File: src/rtl/contador_pkg.sv
// contador_pkg: shared types and helpers for the counter controller.
// Optional feature macro: CONTADOR_UPDOWN_EN (adds down-counting, see top).
package contador_pkg;

   // Default counter width and default terminal value.
   localparam int DEF_W       = 4;
   localparam int DEF_LIM_VAL = 9;

   // Controller state encoding, also exported on the debug port.
   typedef enum logic [1:0] {
      IDLE  = 2'b00,
      RUN   = 2'b01,
      PAUSE = 2'b10,
      DONE  = 2'b11
   } state_t;

   // Terminal value from the requested limit: a zero request means the
   // full w-bit range (all ones). Only the low w bits are meaningful.
   function automatic logic [31:0] lim_of(input logic [31:0] l, input int unsigned w);
      logic [31:0] full;
      full = (w >= 32) ? '1 : ((32'd1 << w) - 32'd1);
      if ((l & full) == 32'd0) begin
         return full;
      end
      return l & full;
   endfunction

endpackage

File: src/rtl/contador_if.sv
// contador_if: control/status bundle between the sequencing logic and the
// counter controller. The master drives the requests (S, P, M, L and, with
// CONTADOR_UPDOWN_EN, D); the slave returns the count and the flags.
// Handshake: there is no valid/ready pair; S and P are level requests that
// the controller samples on every falling clock edge, and every status
// output is a register updated on that same edge.
interface contador_if import contador_pkg::*; #(parameter int W = DEF_W) ();

   logic         S;
   logic         P;
   logic         M;
   logic [W-1:0] L;
`ifdef CONTADOR_UPDOWN_EN
   logic         D;
`endif
   logic [W-1:0] O;
   logic         BUSY;
   logic         TC;
   logic         FIN;

`ifdef CONTADOR_UPDOWN_EN
   modport master (output S, P, M, L, D, input O, BUSY, TC, FIN);
   modport slave  (input S, P, M, L, D, output O, BUSY, TC, FIN);
`else
   modport master (output S, P, M, L, input O, BUSY, TC, FIN);
   modport slave  (input S, P, M, L, output O, BUSY, TC, FIN);
`endif

endinterface

File: src/rtl/contador_datapath.sv
// contador_datapath: W-bit count register with clear, load and enable,
// counting up (or down under CONTADOR_UPDOWN_EN), plus the terminal compares.
// Priority inside the register: clear > load > enable.
module contador_datapath import contador_pkg::*; #(
   parameter int W = DEF_W
) (
   input  logic         C,
   input  logic         nR,
   input  logic         clr,
   input  logic         load,
   input  logic         en,
`ifdef CONTADOR_UPDOWN_EN
   input  logic         dn,
`endif
   input  logic [W-1:0] load_val,
   input  logic [W-1:0] lim,
`ifdef CONTADOR_UPDOWN_EN
   output logic         at_zero,
`endif
   output logic [W-1:0] cnt,
   output logic         at_lim
);

   localparam logic [W-1:0] ONE = W'(1);

   // Count register, updated on the falling clock edge; wraps modulo 2^W.
   always_ff @(negedge C or negedge nR) begin
      if (!nR) begin
         cnt <= '0;
      end else if (clr) begin
         cnt <= '0;
      end else if (load) begin
         cnt <= load_val;
      end else if (en) begin
`ifdef CONTADOR_UPDOWN_EN
         cnt <= dn ? (cnt - ONE) : (cnt + ONE);
`else
         cnt <= cnt + ONE;
`endif
      end
   end

   // Exact W-bit compares used as terminal conditions.
   assign at_lim  = (cnt == lim);
`ifdef CONTADOR_UPDOWN_EN
   assign at_zero = (cnt == '0);
`endif

endmodule

File: src/rtl/controlador_contador.sv
// controlador_contador: start/pause/resume/stop sequencing for the counter
// datapath, with a terminal value latched on each accepted start, one-shot
// or continuous mode, a one-cycle TC pulse on wrap and a FIN flag in DONE.
// Optional macro CONTADOR_UPDOWN_EN: direction D is latched with L on start;
// D=1 loads the terminal value and counts down to zero.
// All state changes on the falling edge of C; reset nR is async active-low.
module controlador_contador import contador_pkg::*; #(
   parameter int W       = DEF_W,
   parameter int DEF_LIM = DEF_LIM_VAL
) (
   input  logic       C,
   input  logic       nR,
   contador_if.slave  bus,
   output state_t     dbg_state
);

   state_t       state;
   state_t       state_n;
   logic [W-1:0] lim;
   logic [W-1:0] lim_d;
   logic [W-1:0] cnt;
   logic [W-1:0] load_val;
   logic         at_lim;
   logic         term;
   logic         clr;
   logic         load;
   logic         en;
   logic         tc_n;
   logic         latch;
   logic         tc_q;
   logic         busy_q;
   logic         fin_q;
`ifdef CONTADOR_UPDOWN_EN
   logic         dir;
   logic         at_zero;
`endif

   // Terminal value that an accepted start would latch.
   assign lim_d = W'(lim_of(32'(bus.L), W));

`ifdef CONTADOR_UPDOWN_EN
   assign term = dir ? at_zero : at_lim;
`else
   assign term = at_lim;
`endif

   contador_datapath #(.W(W)) u_datapath (
      .C        (C),
      .nR       (nR),
      .clr      (clr),
      .load     (load),
      .en       (en),
`ifdef CONTADOR_UPDOWN_EN
      .dn       (dir),
      .at_zero  (at_zero),
`endif
      .load_val (load_val),
      .lim      (lim),
      .cnt      (cnt),
      .at_lim   (at_lim)
   );

   // State register.
   always_ff @(negedge C or negedge nR) begin
      if (!nR) begin
         state <= IDLE;
      end else begin
         state <= state_n;
      end
   end

   // Next state: in RUN a pause beats the terminal wrap, which beats counting.
   always_comb begin
      state_n = state;
      case (state)
         IDLE:    if (bus.S) state_n = RUN;
         RUN: begin
            if (bus.P) begin
               state_n = PAUSE;
            end else if (term) begin
               state_n = bus.M ? RUN : DONE;
            end
         end
         PAUSE:   if (bus.S && !bus.P) state_n = RUN;
         DONE:    if (bus.S) state_n = RUN;
         default: state_n = IDLE;
      endcase
   end

   // Datapath controls and next-cycle flag values for the current state.
   always_comb begin
      clr      = 1'b0;
      load     = 1'b0;
      en       = 1'b0;
      tc_n     = 1'b0;
      latch    = 1'b0;
      load_val = lim;
      case (state)
         IDLE, DONE: begin
            // Count rests at zero; the start edge itself does not count.
            clr = 1'b1;
            if (bus.S) begin
               latch = 1'b1;
`ifdef CONTADOR_UPDOWN_EN
               if (bus.D) begin
                  clr      = 1'b0;
                  load     = 1'b1;
                  load_val = lim_d;
               end
`endif
            end
         end
         RUN: begin
            if (!bus.P) begin
               if (term) begin
                  tc_n = 1'b1;
                  clr  = 1'b1;
`ifdef CONTADOR_UPDOWN_EN
                  // Continuous down-count restarts from the terminal value;
                  // a one-shot finish always parks the count at zero.
                  if (dir && bus.M) begin
                     clr  = 1'b0;
                     load = 1'b1;
                  end
`endif
               end else begin
                  en = 1'b1;
               end
            end
         end
         default: ;
      endcase
   end

   // Registered flags plus the limit/direction latches, taken on starts only.
   always_ff @(negedge C or negedge nR) begin
      if (!nR) begin
         tc_q   <= 1'b0;
         busy_q <= 1'b0;
         fin_q  <= 1'b0;
         lim    <= W'(DEF_LIM);
`ifdef CONTADOR_UPDOWN_EN
         dir    <= 1'b0;
`endif
      end else begin
         tc_q   <= tc_n;
         busy_q <= (state_n == RUN) || (state_n == PAUSE);
         fin_q  <= (state_n == DONE);
         if (latch) begin
            lim <= lim_d;
`ifdef CONTADOR_UPDOWN_EN
            dir <= bus.D;
`endif
         end
      end
   end

   assign bus.O     = cnt;
   assign bus.BUSY  = busy_q;
   assign bus.TC    = tc_q;
   assign bus.FIN   = fin_q;
   assign dbg_state = state;

endmodule

File: src/flat_wrapper.sv
// flat-port wrapper written by rule: the top's interface ports become plain ports
module controlador_contador_flat import contador_pkg::*;
#(
   parameter int W       = DEF_W,
   parameter int DEF_LIM = DEF_LIM_VAL
)
  (C, nR, dbg_state, bus_S, bus_P, bus_M, bus_L, bus_O, bus_BUSY, bus_TC, bus_FIN);
  contador_if #(.W(W)) bus_i ();
  input  logic C;
  input  logic nR;
  output state_t dbg_state;
  input wire logic [$bits(bus_i.S)-1:0] bus_S;
  input wire logic [$bits(bus_i.P)-1:0] bus_P;
  input wire logic [$bits(bus_i.M)-1:0] bus_M;
  input wire logic [$bits(bus_i.L)-1:0] bus_L;
  output wire logic [$bits(bus_i.O)-1:0] bus_O;
  output wire logic [$bits(bus_i.BUSY)-1:0] bus_BUSY;
  output wire logic [$bits(bus_i.TC)-1:0] bus_TC;
  output wire logic [$bits(bus_i.FIN)-1:0] bus_FIN;
  assign bus_i.S = bus_S;
  assign bus_i.P = bus_P;
  assign bus_i.M = bus_M;
  assign bus_i.L = bus_L;
  assign bus_O = bus_i.O;
  assign bus_BUSY = bus_i.BUSY;
  assign bus_TC = bus_i.TC;
  assign bus_FIN = bus_i.FIN;
  controlador_contador #(.W(W), .DEF_LIM(DEF_LIM)) u_core (.C(C), .nR(nR), .bus(bus_i), .dbg_state(dbg_state));
endmodule
File: config.mk
export PLATFORM = sky130hd
export DESIGN_NAME = controlador_contador_flat
export DESIGN_NICKNAME = d
export VERILOG_FILES = /design/src/rtl/contador_pkg.sv /design/src/rtl/contador_if.sv /design/src/rtl/contador_datapath.sv /design/src/rtl/controlador_contador.sv /design/src/flat_wrapper.sv
export SDC_FILE = /design/constraint.sdc
export NUM_CORES = 1
export LEC_CHECK = 0
export ABC_AREA = 0
export ABC_CLOCK_PERIOD_IN_PS = 3010
export CAP_MARGIN = 20
export CORE_MARGIN = 5
export CORE_UTILIZATION = 54
export CTS_BUF_LIST = sky130_fd_sc_hd__clkbuf_2 sky130_fd_sc_hd__clkbuf_4 sky130_fd_sc_hd__clkbuf_8
export CTS_CLUSTER_DIAMETER = 60
export DETAILED_ROUTE_END_ITERATION = 10
export GPL_TIMING_DRIVEN = 1
export PLACE_DENSITY_LB_ADDON = 0.25
export SLEW_MARGIN = 20
export SYNTH_ARGS = -nofsm -noshare
export SYNTH_HDL_FRONTEND = slang
export SYNTH_SLANG_ARGS = --single-unit
File: constraint.sdc
create_clock -name C -period 3.01 [get_ports C]
set_input_delay 0.602 -clock C [delete_from_list [all_inputs] [get_ports C]]
set_output_delay 0.602 -clock C [all_outputs]
set_load 0.1 [all_outputs]
run_1/layer_met1.png
The bar under the picture is 10 um long. Supply wires on this layer in gray.
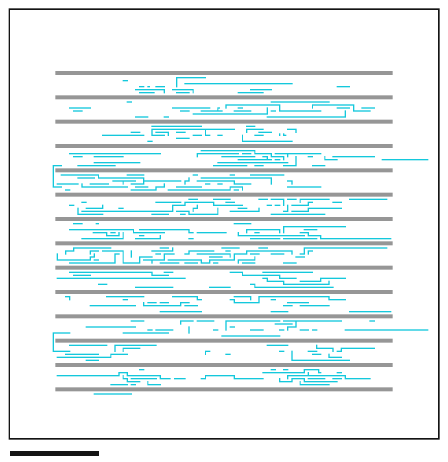
share of all routed wire: 37%
main direction: horizontal
routed via count: 762
grt met1 use: 28.6%

run_1/layer_met2.png
Cells faint in the background.
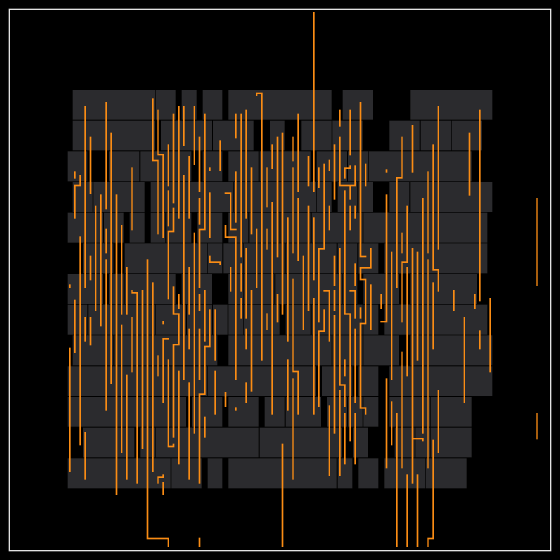
nets with wire on the layer: 112
longest straight run: 26.5 um
wire length on this layer: 1260 um

==> results.py, run 1 <==
# Auto-generated metrics
metrics = {
    "route": {
        "drc_errors": 0,
        "wl_met3_um": 130,
        "met2WireLength_um": 1260,
        "drt_iter0_drc": 16,
    },
    "placement": {
        "place_area_um2": 1120,
        "hpwl_um": 1580,
        "gp_congestion": 0.765,
    },
    "logic_synthesis": {
        "ys_chip_area_um2": 773,
        "largest_area_cell": "dfrtn_1",
        "ys_seq_elements": 13,
        "synth_cells": 81,
        "synth_cell_types": 30,
        "fp_nets": 95,
        "ys_cells": 81,
        "synth.avg_cell_area_um2": 9.55,
    },
    "critical_path": {
        "critPathMaxFanout": 2,
        "arrival_ns": 2.48,
        "crit_slowest_cell": "dfrtn_1",
    },
    "hold_path": {
        "holdPathStages": 2,
        "whs_endpoint": "u_core.lim[0]$_DFFE_NN1P_",
    },
    "run": {
        "cap_violations": 0,
        "warning_count": 33,
    },
    "run_status": {
        "violations": "setup timing",
        "status": "finished, violations left",
    },
    "power": {
        "switching_power_mw": 0.703,
    },
    "clocking": {
        "post_cts_buffers": 3,
        "cts_resized": 4,
        "cts_tree": "done",
    },
    "final_timing": {
        "final-hold-violation-count": 0,
        "finalSetupViolCount": 9,
        "setup_slack_ns": -0.0671,
    },
    "global_routing": {
        "grt_max_degree": 10,
        "grt_pass1_wl_um": 3890,
    },
    "final_layout": {
        "clock_area_share_pct": 4.97,
        "seq_area_um2": 328,
        "final_nets": 129,
    },
    "floorplan": {
        "num_io_pins": 18,
    },
}
run_1/layer_met3.png
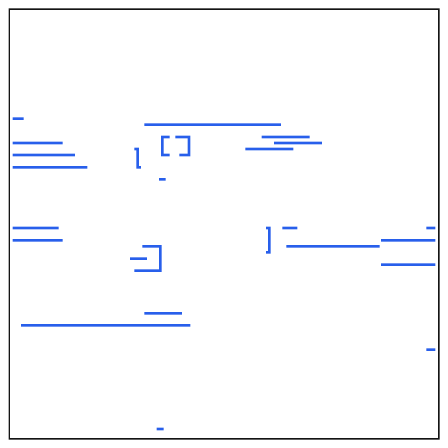
wire length on this layer: 131 um
main direction: horizontal
DRT Wirelength: 2310 um
GRT met3 Usage: 6.39%

==> run 1: per-stage QoR <==
| stage | hold slack [ns] | setup WS, ns | std cells | setup TNS, ns | util [%] |
|---|---|---|---|---|---|
| finish | 0.563 | -0.0671 | 129 | -0.388 | 90.6 |
| global route | 0.607 | -0.107 | 129 | -0.661 | 90.6 |
| CTS | 0.512 | -0.0745 | 129 | -0.398 | 90.5 |
| detailed placement | 0.506 | -0.511 | 121 | -4.36 | 83.7 |
| global placement | 0.501 | -0.479 | 121 | -3.87 | 83.7 |
| floorplan | 0.477 | -0.151 | 81 | -0.903 | - |
==> run 1: layout by cell type (no fill, tap or decap), drive strengths merged <==
cell and instances:
buf 21, xnor2 5, nand2 2, clkdlybuf4s50 6, and3 2, nand2b 2, a41oi 1, o21ai 4
inv 5, nor2b 1, a22oi 1, dlygate4sd2 1, nor2 14, nor3b 1, a21oi 7, mux2i 1
bufinv 1, o311ai 1, o2bb2ai 1, ha 5, nor3 6, nand4 1, o21a 2, o31ai 1
dfrtn 11, clkbuf 4, dfstp 2, nor4 2, nand3 2, and2 1
==> run 1: power groups by stage <==
stage | clock [mW] | sequential, mW | combinational, mW
detailed placement | 0.00624 | 0.323 | 0.844
CTS | 0.209 | 0.317 | 0.877
global route | 0.222 | 0.328 | 0.966
floorplan | 0.00624 | 0.577 | 0.276
global placement | 0.00624 | 0.318 | 0.818
finish | 0.208 | 0.322 | 0.905
==> run 1: kinds of logic (layout without fill, tap and decap cells) <==
| kind of cell | count (synthesis) | in the layout |
|---|---|---|
| flops | 13 | 13 |
| fa+ha+maj | 5 | 5 |
| mux | 1 | 1 |
| compound gates | 18 | 18 |
| buf+inv | 5 | 38 |
| xor+xnor | 5 | 5 |
| simple gates | 34 | 34 |
## Run 2: what changed since run 1
- ABC_CLOCK_PERIOD_IN_PS: 3010 -> not set
- CELL_PAD_IN_SITES_DETAIL_PLACEMENT: not set -> 1
- CELL_PAD_IN_SITES_GLOBAL_PLACEMENT: not set -> 2
- CORE_UTILIZATION: 54 -> 33
run_2/congestion.png
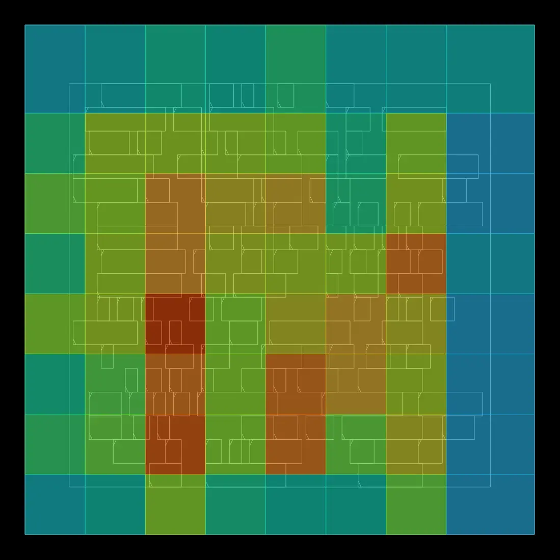
GRT met3 Usage: 2.63%
layer with the highest usage: met2
routed len/inst: 15.4 um
grt met1 use: 18.1%
Overall Global Routing Usage: 15.0%

run_2/layer_met2.png
Cells faint in the background.
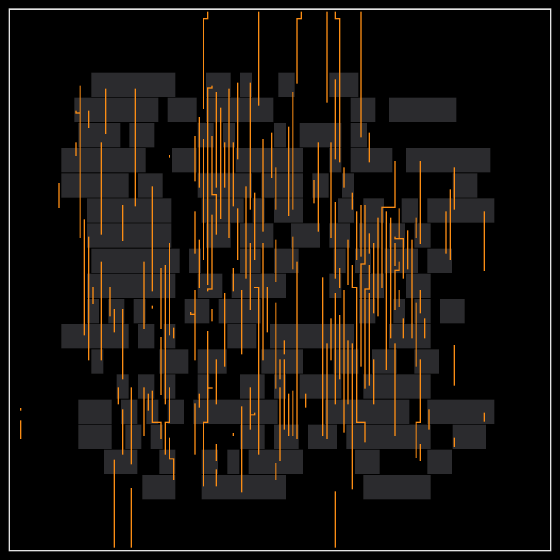
main direction: vertical
wire length on this layer: 1080 um
nets with wire on the layer: 114
routed via count: 714
met2 GRT Util: 25.0%

==> results.py, run 2 <==
# Auto-generated metrics
metrics = {
    "run_status": {
        "status": "finished, violations left",
        "violations": "setup timing",
    },
    "power": {
        "intPower_mw": 0.671,
        "switching_power_mw": 0.684,
        "power_mw": 1.36,
        "switching_share_pct": 50.5,
        "clkPwrFrac_pct": 9.8,
    },
    "global_routing": {
        "grt_remaining_overflow": 0,
        "grt_max_degree": 10,
        "grt_pass1_wl_um": 3800,
    },
    "critical_path": {
        "critPathRequiredTime_ns": 2.41,
        "path_cells": "buf_12",
        "critical_path_class": "flip-flop to output pin",
        "crit_slowest_cell": "dfrtn_1",
        "critPathMaxFanout": 2,
        "path_delay_family": "flip-flops",
        "arrival_ns": 2.46,
    },
    "logic_synthesis": {
        "async_flop_share_pct": 100,
        "ys_cells": 81,
        "top_cells_by_area": "dfrtn_1, ha_1, dfstp_2",
        "synth.avg_cell_area_um2": 9.55,
        "ys_seq_elements": 13,
        "synth_cells": 81,
        "yosys.stat.seqShare_pct": 42.4,
        "top_cell_area_share_pct": 35.6,
        "yosysMostFrequentCell": "nor2_1",
        "top_cells_by_count": "nor2_1, dfrtn_1, a21oi_1",
        "largest_area_cell": "dfrtn_1",
        "synth_cell_types": 30,
        "syn_area_um2": 773,
        "ys_chip_area_um2": 773,
        "fp_nets": 95,
    },
    "clocking": {
        "cts_sinks": 13,
        "cts_tree": "done",
    },
    "final_layout": {
        "n_fill_cell": 256,
        "comb_area_share_pct": 37.0,
        "mostFrequentLayoutCells": "nor2_1, buf_4, dfrtn_1",
        "final_nets": 130,
        "ff_count": 13,
        "nNonClkBuffers": 30,
        "stdcell_count": 143,
        "final_core_util_pct": 54.1,
        "clock_area_share_pct": 3.11,
        "nClkBuffers": 4,
        "seq_area_share_pct": 27.1,
        "inv_count": 3,
        "logic_area_um2": 447,
        "buf_share_pct": 29.0,
        "area_growth_pct": 56.3,
        "seq_area_um2": 328,
        "largestClassByArea": "combinational gates",
        "drive_above_1_share_pct": 33.9,
        "logic_gate_count": 63,
        "lay_top_count": "nor2_1",
        "finish.instance_area_um2": 1210,
    },
    "floorplan": {
        "num_io_pins": 18,
        "die-height_um": 58.4,
        "core_area_um2": 2230,
        "num_rows": 17,
    },
    "placement": {
        "dp.cells": 135,
        "hpwl_um": 1570,
        "place_area_um2": 1140,
        "gp_congestion": 0.796,
        "pre_cts_ws_ns": -0.542,
    },
    "route": {
        "ant_nets": 0,
        "first_pass_iters": 4,
        "drc_errors": 0,
        "drt_iter0_drc": 14,
        "vias_per_cell": 4.99,
        "wl_um": 2200,
    },
    "run": {
        "cap_violations": 0,
        "warning_count": 33,
    },
    "final_timing": {
        "final-hold-violation-count": 0,
        "setup_slack_ns": -0.0484,
        "skew_ns": 0.0569,
        "slew_headroom_pct": 76.7,
        "finalSetupViolCount": 9,
        "tns_ns": -0.285,
        "fin_hold_ws_ns": 0.511,
    },
    "hold_path": {
        "hold_class": "flip-flop to flip-flop",
    },
}
## run 2: cell families after synthesis
family,count (synthesis),share of synthesized area [%]
compound gates,18,14.4
xor+xnor,5,6.63
fa+ha+maj,5,8.09
buf+inv,5,2.43
flops,13,42.4
mux,1,1.29
simple gates,34,24.8
## run 2: final timing paths
path / start / end / slack [ns] / cells after the start
worst max-delay path: u_core.dbg_state[0]$_DFF_NN0_ / dbg_state[0] / -0.05 / 1
worst min-delay path: u_core.lim[3]$_DFFE_NN1P_ / u_core.lim[3]$_DFFE_NN1P_ / 0.51 / 2
worst max register to register: u_core.u_datapath.cnt[2]$_DFFE_NN0P_ / u_core.bus.BUSY$_DFF_NN0_ / 0.91 / 7
worst min register to register: u_core.lim[3]$_DFFE_NN1P_ / u_core.lim[3]$_DFFE_NN1P_ / 0.51 / 2
max in group asynchronous: nR / u_core.bus.BUSY$_DFF_NN0_ / 0.64 / 2
min in group asynchronous: nR / u_core.u_datapath.cnt[2]$_DFFE_NN0P_ / 1.96 / 1
## run 2: power groups by stage
stage | logic, mW | registers [mW] | clock network [mW]
after global placement | 0.848 | 0.314 | 0.00624
final | 0.910 | 0.313 | 0.133
after detailed placement | 0.859 | 0.316 | 0.00624
after CTS | 0.899 | 0.313 | 0.139
after floorplan | 0.276 | 0.577 | 0.00624
after global routing | 0.965 | 0.320 | 0.157
## run 2: metal layers
metal	track usage, %	vias up	share of wire, %
li1	-	358	-
met1	18.1	339	45
met2	25.0	12	49
met3	2.63	5	3.5
met4	7.95	0	2.1
met5	0	-	0
## run 2: what timing repair did
action / 4_1_cts / 5_1_grt
setup buffers: 3 / 0
setup endpoints to repair: 15 / 10
cloned: 0 / 0
resized: 7 / 2
pin swaps: 4 / 2
hold buffers: 0 / 0
## Run 3: what changed since run 2
- CORE_UTILIZATION: 33 -> 28
- SLEW_MARGIN: 20 -> 5
- clock period: 3.01 -> 2.8 ns (I/O delays scaled with it)
run_3/layer_met3.png
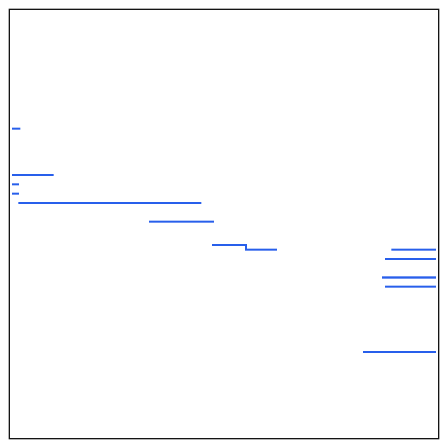
wire length on this layer: 92.0 um
longest straight run: 26.4 um
nets with wire on the layer: 10
share of all routed wire: 4.6%
main direction: horizontal

run_3/metal_density.png
13 x 13 tiles, from dark blue (low) to red (high), scaled to the fullest tile. Values are wire area over tile area, all layers added.
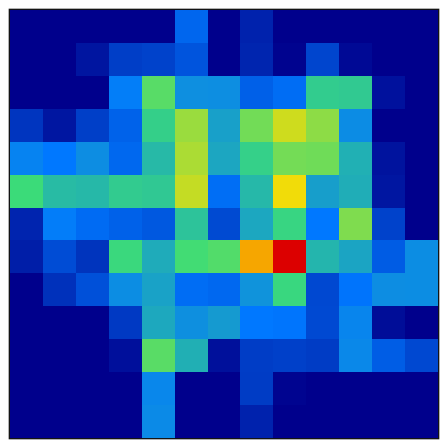
emptiest ninth of the die: lower left
tiles over half the peak: 9.5%
mean over tiles: 0.078
nearly empty tiles: 34%
densest ninth of the die: center
routed via count: 705
DRT Wirelength: 1980 um
Overall Global Routing Usage: 11.1%

==> results.py, run 3 <==
# Auto-generated metrics
metrics = {
    "final_timing": {
        "tns_ns": -0.728,
        "setup_slack_ns": -0.105,
        "final-hold-violation-count": 0,
        "finalSetupViolCount": 9,
        "slew_headroom_pct": 79.2,
        "fin_hold_ws_ns": 0.513,
        "skew_ns": 0.0491,
    },
    "logic_synthesis": {
        "synth_cell_types": 30,
        "yosys.stat.seqShare_pct": 42.4,
        "yosysMostFrequentCell": "nor2_1",
        "ys_seq_elements": 13,
        "largest_area_cell": "dfrtn_1",
        "top_cell_area_share_pct": 35.6,
        "top_cells_by_area": "dfrtn_1, ha_1, dfstp_2",
    },
    "floorplan": {
        "num_io_pins": 18,
        "die-height_um": 62.6,
    },
    "critical_path": {
        "r2r-end": "u_core.bus.BUSY$_DFF_NN0_",
        "r2r_cells": 8,
        "crit_slowest_cell": "dfrtn_1",
        "path_cells": "buf_12",
        "r2r_start": "u_core.dbg_state[0]$_DFF_NN0_",
        "path_delay_family": "flip-flops",
    },
    "final_layout": {
        "lay_top_count": "nor2_1",
        "final_nets": 126,
        "stdcell_count": 142,
    },
    "power": {
        "switching_power_mw": 0.732,
        "power_mw": 1.44,
        "clkPwrFrac_pct": 8.3,
        "switching_share_pct": 50.7,
    },
    "route": {
        "wl_met1_um": 842,
        "highest_layer": "met4",
        "met2WireLength_um": 1040,
        "wl_met3_um": 91,
    },
    "global_routing": {
        "grt_remaining_overflow": 0,
        "grt-busiest-layer": "met2",
        "use_met2_pct": 19.4,
    },
    "placement": {
        "place_area_um2": 1140,
        "dp.cells": 136,
    },
    "run_status": {
        "status": "finished, violations left",
        "violations": "setup timing",
    },
    "hold_path": {
        "whs_endpoint": "u_core.lim[2]$_DFFE_NN0P_",
        "hold_start": "u_core.lim[2]$_DFFE_NN0P_",
        "holdPathStages": 2,
    },
    "clocking": {
        "cts_tree": "done",
    },
}
-- run 3: worst max-delay path by stage --
stage | cells after the start | startpoint | end | slack (ns)
2_1_floorplan | 0 | u_core.u_datapath.cnt[1]$_DFFE_NN0P_ | bus_O[1] | -0.21
4_1_cts | 1 | u_core.u_datapath.cnt[2]$_DFFE_NN0P_ | bus_O[2] | -0.12
3_5_place_dp | 6 | bus_P | u_core.bus.BUSY$_DFF_NN0_ | -0.65
3_3_place_gp | 6 | bus_P | u_core.bus.BUSY$_DFF_NN0_ | -0.59
6_report | 1 | u_core.u_datapath.cnt[2]$_DFFE_NN0P_ | bus_O[2] | -0.10
5_1_grt | 1 | u_core.u_datapath.cnt[2]$_DFFE_NN0P_ | bus_O[2] | -0.15
-- run 3: power groups by stage --
stage               Clock (mW)  Combinational [mW]  Sequential, mW
global route             0.137                1.06           0.350
global placement       0.00671               0.932           0.338
detailed placement     0.00671               0.947           0.342
floorplan              0.00671               0.322           0.620
finish                   0.119               0.987           0.337
CTS                      0.128               0.987           0.340
-- run 3: logic make-up after synthesis --
family                     share of synthesized area (%)
adders and majority gates                           8.09
AOI/OAI and AO/OA                                   14.4
xor gates and xnor gates                            6.63
muxes                                               1.29
DFF                                                 42.4
buffers and inverters                               2.43
and+or+nand+nor                                     24.8
-- run 3: timing repair --
item                       in CTS  in global routing
pin swaps                       1                  2
cloned                          0                  0
setup endpoints to repair      18                 13
buffers inserted                1                  0
hold buffers                    0                  0
gates resized                   7                  5
-- run 3: cell type report --
| cell class | instances | share of cell area (%) |
|---|---|---|
| Multi-Input combinational cell | 63 | 39.5 |
| Inverter | 3 | 0.931 |
| Clock buffer | 3 | 1.86 |
| Timing Repair Buffer | 26 | 26.5 |
| Tap cell | 31 | 3.21 |
| Clock inverter | 3 | 0.931 |
| Sequential cell | 13 | 27.1 |
Power is estimated from default activity; no workload was simulated.
